layer_met1.png
Bar = 20 um. Supply wires on this layer in grey.
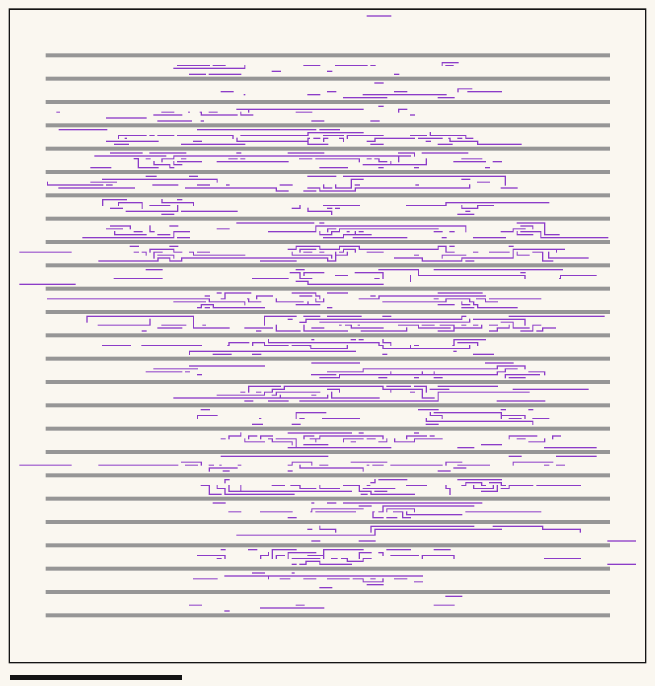
layer_met2.png
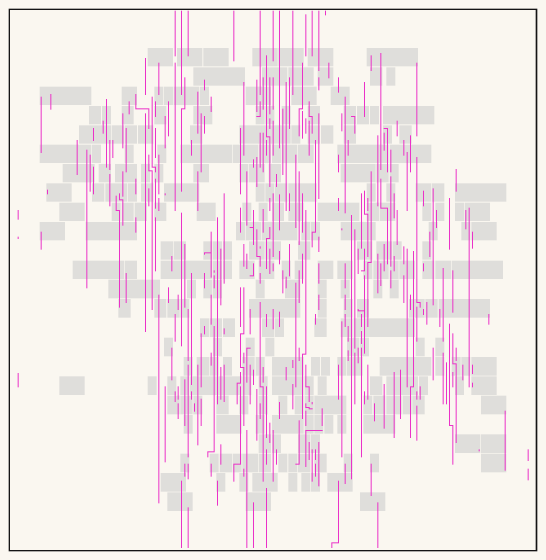
layer_met3.png
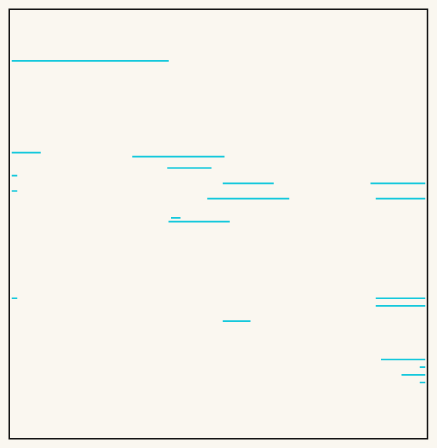
placement_by_type.png
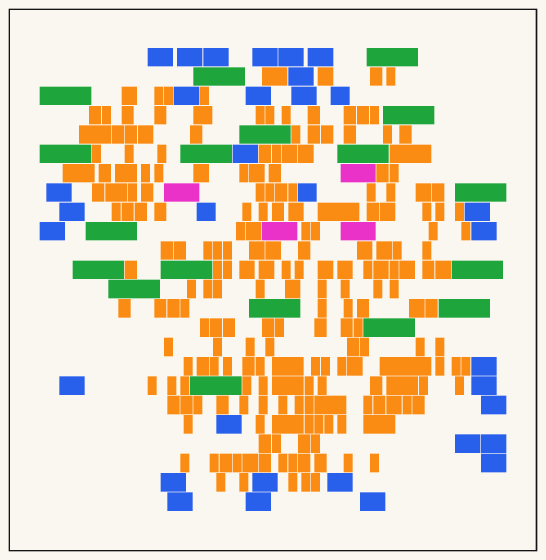
File: src/rtl/universal_register.sv
// Multi-mode WIDTH-bit register: load/clear/inc/dec in one cycle, shift/rotate one bit per clock.
// Define UR_SATURATE_EN to make increment/decrement saturate instead of wrapping.
module universal_register #(
  parameter int WIDTH = 8,
  parameter int AMT_W = 4
) (
  input  logic             Clk,
  input  logic             Reset,
  input  logic             Start,
  input  logic [2:0]       Mode,
  input  logic [AMT_W-1:0] Amount,
  input  logic [WIDTH-1:0] Input,
  input  logic             SerialIn,
  output logic [WIDTH-1:0] Output,
  output logic             CarryOut,
  output logic             Zero,
  output logic             Busy,
  output logic             Done
);

  localparam logic [2:0] M_HOLD = 3'b000;
  localparam logic [2:0] M_LOAD = 3'b001;
  localparam logic [2:0] M_CLR  = 3'b010;
  localparam logic [2:0] M_INC  = 3'b011;
  localparam logic [2:0] M_DEC  = 3'b100;
  localparam logic [2:0] M_SHL  = 3'b101;
  localparam logic [2:0] M_SHR  = 3'b110;
  localparam logic [2:0] M_ROL  = 3'b111;

  typedef enum logic [0:0] {S_IDLE = 1'b0, S_SHIFT = 1'b1} state_t;

  state_t           state_q, state_d;
  logic [2:0]       mode_q, mode_d;
  logic [AMT_W-1:0] cnt_q, cnt_d;
  logic [WIDTH-1:0] data_q, data_d;
  logic             carry_q, carry_d;
  logic             busy_q, busy_d;
  logic             done_q, done_d;
  logic             accept_s;
  logic             launch_s;
  logic [WIDTH:0]   step_s;

  // One-bit move for the latched shift mode: {bit moved out, new data}.
  function automatic logic [WIDTH:0] shift_step(input logic [2:0] m,
                                                input logic [WIDTH-1:0] d,
                                                input logic si);
    case (m)
      M_SHL:   return {d[WIDTH-1], d[WIDTH-2:0], si};
      M_SHR:   return {d[0], si, d[WIDTH-1:1]};
      M_ROL:   return {d[WIDTH-1], d[WIDTH-2:0], d[WIDTH-1]};
      default: return {1'b0, d};
    endcase
  endfunction

  assign accept_s = Start && (state_q == S_IDLE);
  assign launch_s = accept_s && (Mode >= M_SHL) && (Amount != {AMT_W{1'b0}});
  assign step_s   = shift_step(mode_q, data_q, SerialIn);

  // State and datapath registers with synchronous reset.
  always_ff @(posedge Clk) begin
    if (Reset) begin
      state_q <= S_IDLE;
      mode_q  <= M_HOLD;
      cnt_q   <= {AMT_W{1'b0}};
      data_q  <= {WIDTH{1'b0}};
      carry_q <= 1'b0;
      busy_q  <= 1'b0;
      done_q  <= 1'b0;
    end else begin
      state_q <= state_d;
      mode_q  <= mode_d;
      cnt_q   <= cnt_d;
      data_q  <= data_d;
      carry_q <= carry_d;
      busy_q  <= busy_d;
      done_q  <= done_d;
    end
  end

  // Next-state logic: enter SHIFT on a non-zero shift command, leave after the last bit.
  always_comb begin
    state_d = state_q;
    mode_d  = mode_q;
    cnt_d   = cnt_q;
    case (state_q)
      S_IDLE: begin
        if (launch_s) begin
          state_d = S_SHIFT;
          mode_d  = Mode;
          cnt_d   = Amount;
        end else begin
          state_d = S_IDLE;
        end
      end
      S_SHIFT: begin
        if (cnt_q <= AMT_W'(1)) begin
          state_d = S_IDLE;
          cnt_d   = {AMT_W{1'b0}};
        end else begin
          cnt_d   = cnt_q - AMT_W'(1);
        end
      end
      default: begin
        state_d = S_IDLE;
        cnt_d   = {AMT_W{1'b0}};
      end
    endcase
  end

  // Output/datapath logic: single-cycle ops on accept, one shift step per SHIFT cycle.
  always_comb begin
    data_d  = data_q;
    carry_d = carry_q;
    done_d  = 1'b0;
    busy_d  = (state_d == S_SHIFT);
    if (state_q == S_SHIFT) begin
      {carry_d, data_d} = step_s;
      done_d = (state_d == S_IDLE);
    end else if (accept_s) begin
      done_d = !launch_s;
      case (Mode)
        M_LOAD: begin
          data_d  = Input;
          carry_d = 1'b0;
        end
        M_CLR: begin
          data_d  = {WIDTH{1'b0}};
          carry_d = 1'b0;
        end
        M_INC: begin
`ifdef UR_SATURATE_EN
          if (&data_q) begin
            data_d  = data_q;
            carry_d = 1'b1;
          end else begin
            data_d  = data_q + WIDTH'(1);
            carry_d = 1'b0;
          end
`else
          data_d  = data_q + WIDTH'(1);
          carry_d = &data_q;
`endif
        end
        M_DEC: begin
`ifdef UR_SATURATE_EN
          if (data_q == {WIDTH{1'b0}}) begin
            data_d  = data_q;
            carry_d = 1'b1;
          end else begin
            data_d  = data_q - WIDTH'(1);
            carry_d = 1'b0;
          end
`else
          data_d  = data_q - WIDTH'(1);
          carry_d = (data_q == {WIDTH{1'b0}});
`endif
        end
        default: begin
          // Hold, and shift commands whose bits move in later SHIFT cycles (or not at all for k=0).
          data_d  = data_q;
          carry_d = carry_q;
        end
      endcase
    end else begin
      data_d  = data_q;
      carry_d = carry_q;
    end
  end

  assign Output   = data_q;
  assign CarryOut = carry_q;
  assign Busy     = busy_q;
  assign Done     = done_q;
  assign Zero     = (data_q == {WIDTH{1'b0}});

endmodule

File: config.mk
export PLATFORM = sky130hd
export DESIGN_NAME = universal_register
export DESIGN_NICKNAME = d
export VERILOG_FILES = /design/src/rtl/universal_register.sv
export SDC_FILE = /design/constraint.sdc
export NUM_CORES = 1
export LEC_CHECK = 0
export ABC_AREA = 1
export CAP_MARGIN = 10
export CORE_AREA = 4 4 70 72
export DETAILED_ROUTE_END_ITERATION = 10
export DIE_AREA = 0 0 74 76
export GPL_ROUTABILITY_DRIVEN = 0
export GPL_TIMING_DRIVEN = 1
export HOLD_SLACK_MARGIN = 0.06
export SYNTH_ARGS = -nofsm -noshare
export SYNTH_HDL_FRONTEND = slang
export SYNTH_SLANG_ARGS = --single-unit
File: constraint.sdc
create_clock -name Clk -period 2.6 [get_ports Clk]
set_input_delay 0.39 -clock Clk [delete_from_list [all_inputs] [get_ports Clk]]
set_output_delay 0.39 -clock Clk [all_outputs]
set_load 0.03 [all_outputs]
==> flow_summary.json <==
{
  "layout.nonclk_buf_frac": 0.172,
  "synth_seq_share": 0.247,
  "reg2reg_slack_ns": 0.86,
  "ys_sh_xor": 0.0120,
  "grt_pass1_wl_um": 6760,
  "fin_ws_ns": 0.330,
  "cts_tree": "built",
  "area_growth_syn_to_layout_pct": 28.8,
  "final_area_sq_um": 1880,
  "seq_share": 0.192,
  "wl_met3_um": 145,
  "p_seq_mw": 0.330,
  "min-delay-start": "mode_q[2]",
  "fa_ha_area_frac": 0.0824,
  "slowest_stage": "clkdlybuf4s50_1",
  "clockPowerShare": 0.279,
  "num_antenna_cells": 0,
  "cts_buffer_depth": 2,
  "ys_async_sr_fraction": 0,
  "crit_fanout": 8,
  "status": "completed",
  "layout.cells.non_filler": 321,
  "fp_util": 0.339,
  "clk_pin_slew_ns": 0.07,
  "die.size.y_um": 76,
  "hold_depth": 2,
  "placed_cells": 317,
  "synth_chip_area_sq_um": 1460,
  "nFillCells": 468,
  "cpPeakStageDelay_ns": 0.46,
  "crit_path_start": "Mode[0]",
  "yosys_cells": 236,
  "largest_register_ffs": 8,
  "ys_sh_mux": 0,
  "p_switching_mw": 0.294,
  "common_cells": "nand2_1, inv_1, a21oi_1",
  "port_buffers": 30,
  "edf_count": 0,
  "flop_cell": "dfxtp_1",
  "tightest_slew_ns": 0.557,
  "crit_family": "simple AND/OR/NAND/NOR gates",
  "arrival_ns": 2.43,
  "grt_pass1_vias": 1473,
  "dr.max_layer_used": "met4",
  "largest_area_cell": "dfxtp_1",
  "grt_util_met2": 0.249,
  "min_period_ns": 2.27,
  "cp-endpoint": "Output[3]",
  "maxPowerGroup": "sequential cells",
  "synth.logic.top_family": "simple AND/OR/NAND/NOR gates",
  "clock_latency_ns": 0.26,
  "die_area_sq_um": 5620,
  "n_all_buffers": 33,
  "ys_ff": 18,
  "antenna_found_initial": 0,
  "report.final.slew_viol_count": 0,
  "crit_cells": 12,
  "dp_hpwl_um": 3130,
  "setup_viol_count_final": 0,
  "p_clk_mw": 0.237,
  "cts_resized": 0,
  "rsz0062_at_grt": "no",
  "synthTopCellsByArea": "dfxtp_1, nand2_1, inv_1",
  "slew_headroom": 0.628,
  "ir_drop_mv": 0.255,
  "ff_latch_area_sq_um": 360,
  "synth_area_sq_um": 1460,
  "drive_gt1_frac": 0.0669,
  "placed_cell_area_sq_um": 1820,
  "avgSynthCellArea_sq_um": 6.18,
  "cts_setup_buffers": 0,
  "fmax_mhz": 441,
  "combGateArea_sq_um": 938,
  "critical_path_class": "input pin to register",
  "met1_usage": 0.200,
  "fin_tns_setup_ns": 0,
  "synth_warnings": 0,
  "drt_pass1_iterations": 4,
  "finalPower_mw": 0.849,
  "numCtsBuffers": 3,
  "cts.root.buffer_cell": "clkbuf_8",
  "yosysUniqueCellTypes": 26,
  "htreeDepth": 1,
  "crit_buf_inv": 2,
  "flop-count": 18,
  "internal-power_mw": 0.555,
  "tap_cells": 52,
  "pwr-share-seq": 0.389
}
About layer_met1.png:
The layer carries 1960 um of wire. 279 nets have wire on it. The wires run mostly horizontal.

About layer_met2.png:
The layer carries 1850 um of wire. The layer holds 47% of the routed length.

About layer_met3.png:
The longest straight run is 27.6 um. The layer carries 146 um of wire. The wires run mostly horizontal. The layer holds 3.7% of the routed length.
GRT met3 Usage: 0.0317
final wirelength: 3980 um
vias: 1555

About placement_by_type.png:
remaining buffers and delay cells: marked blue, cells 33, share of their area 18%. sequential cells: marked green, cells 18, share of their area 20%. combinational and other logic: marked orange, cells 214, share of their area 59%. clock drivers and dummy loads: marked magenta, cells 4, share of their area 3.0%.

Power figures rest on the tool's default switching activity, not on a simulated workload.
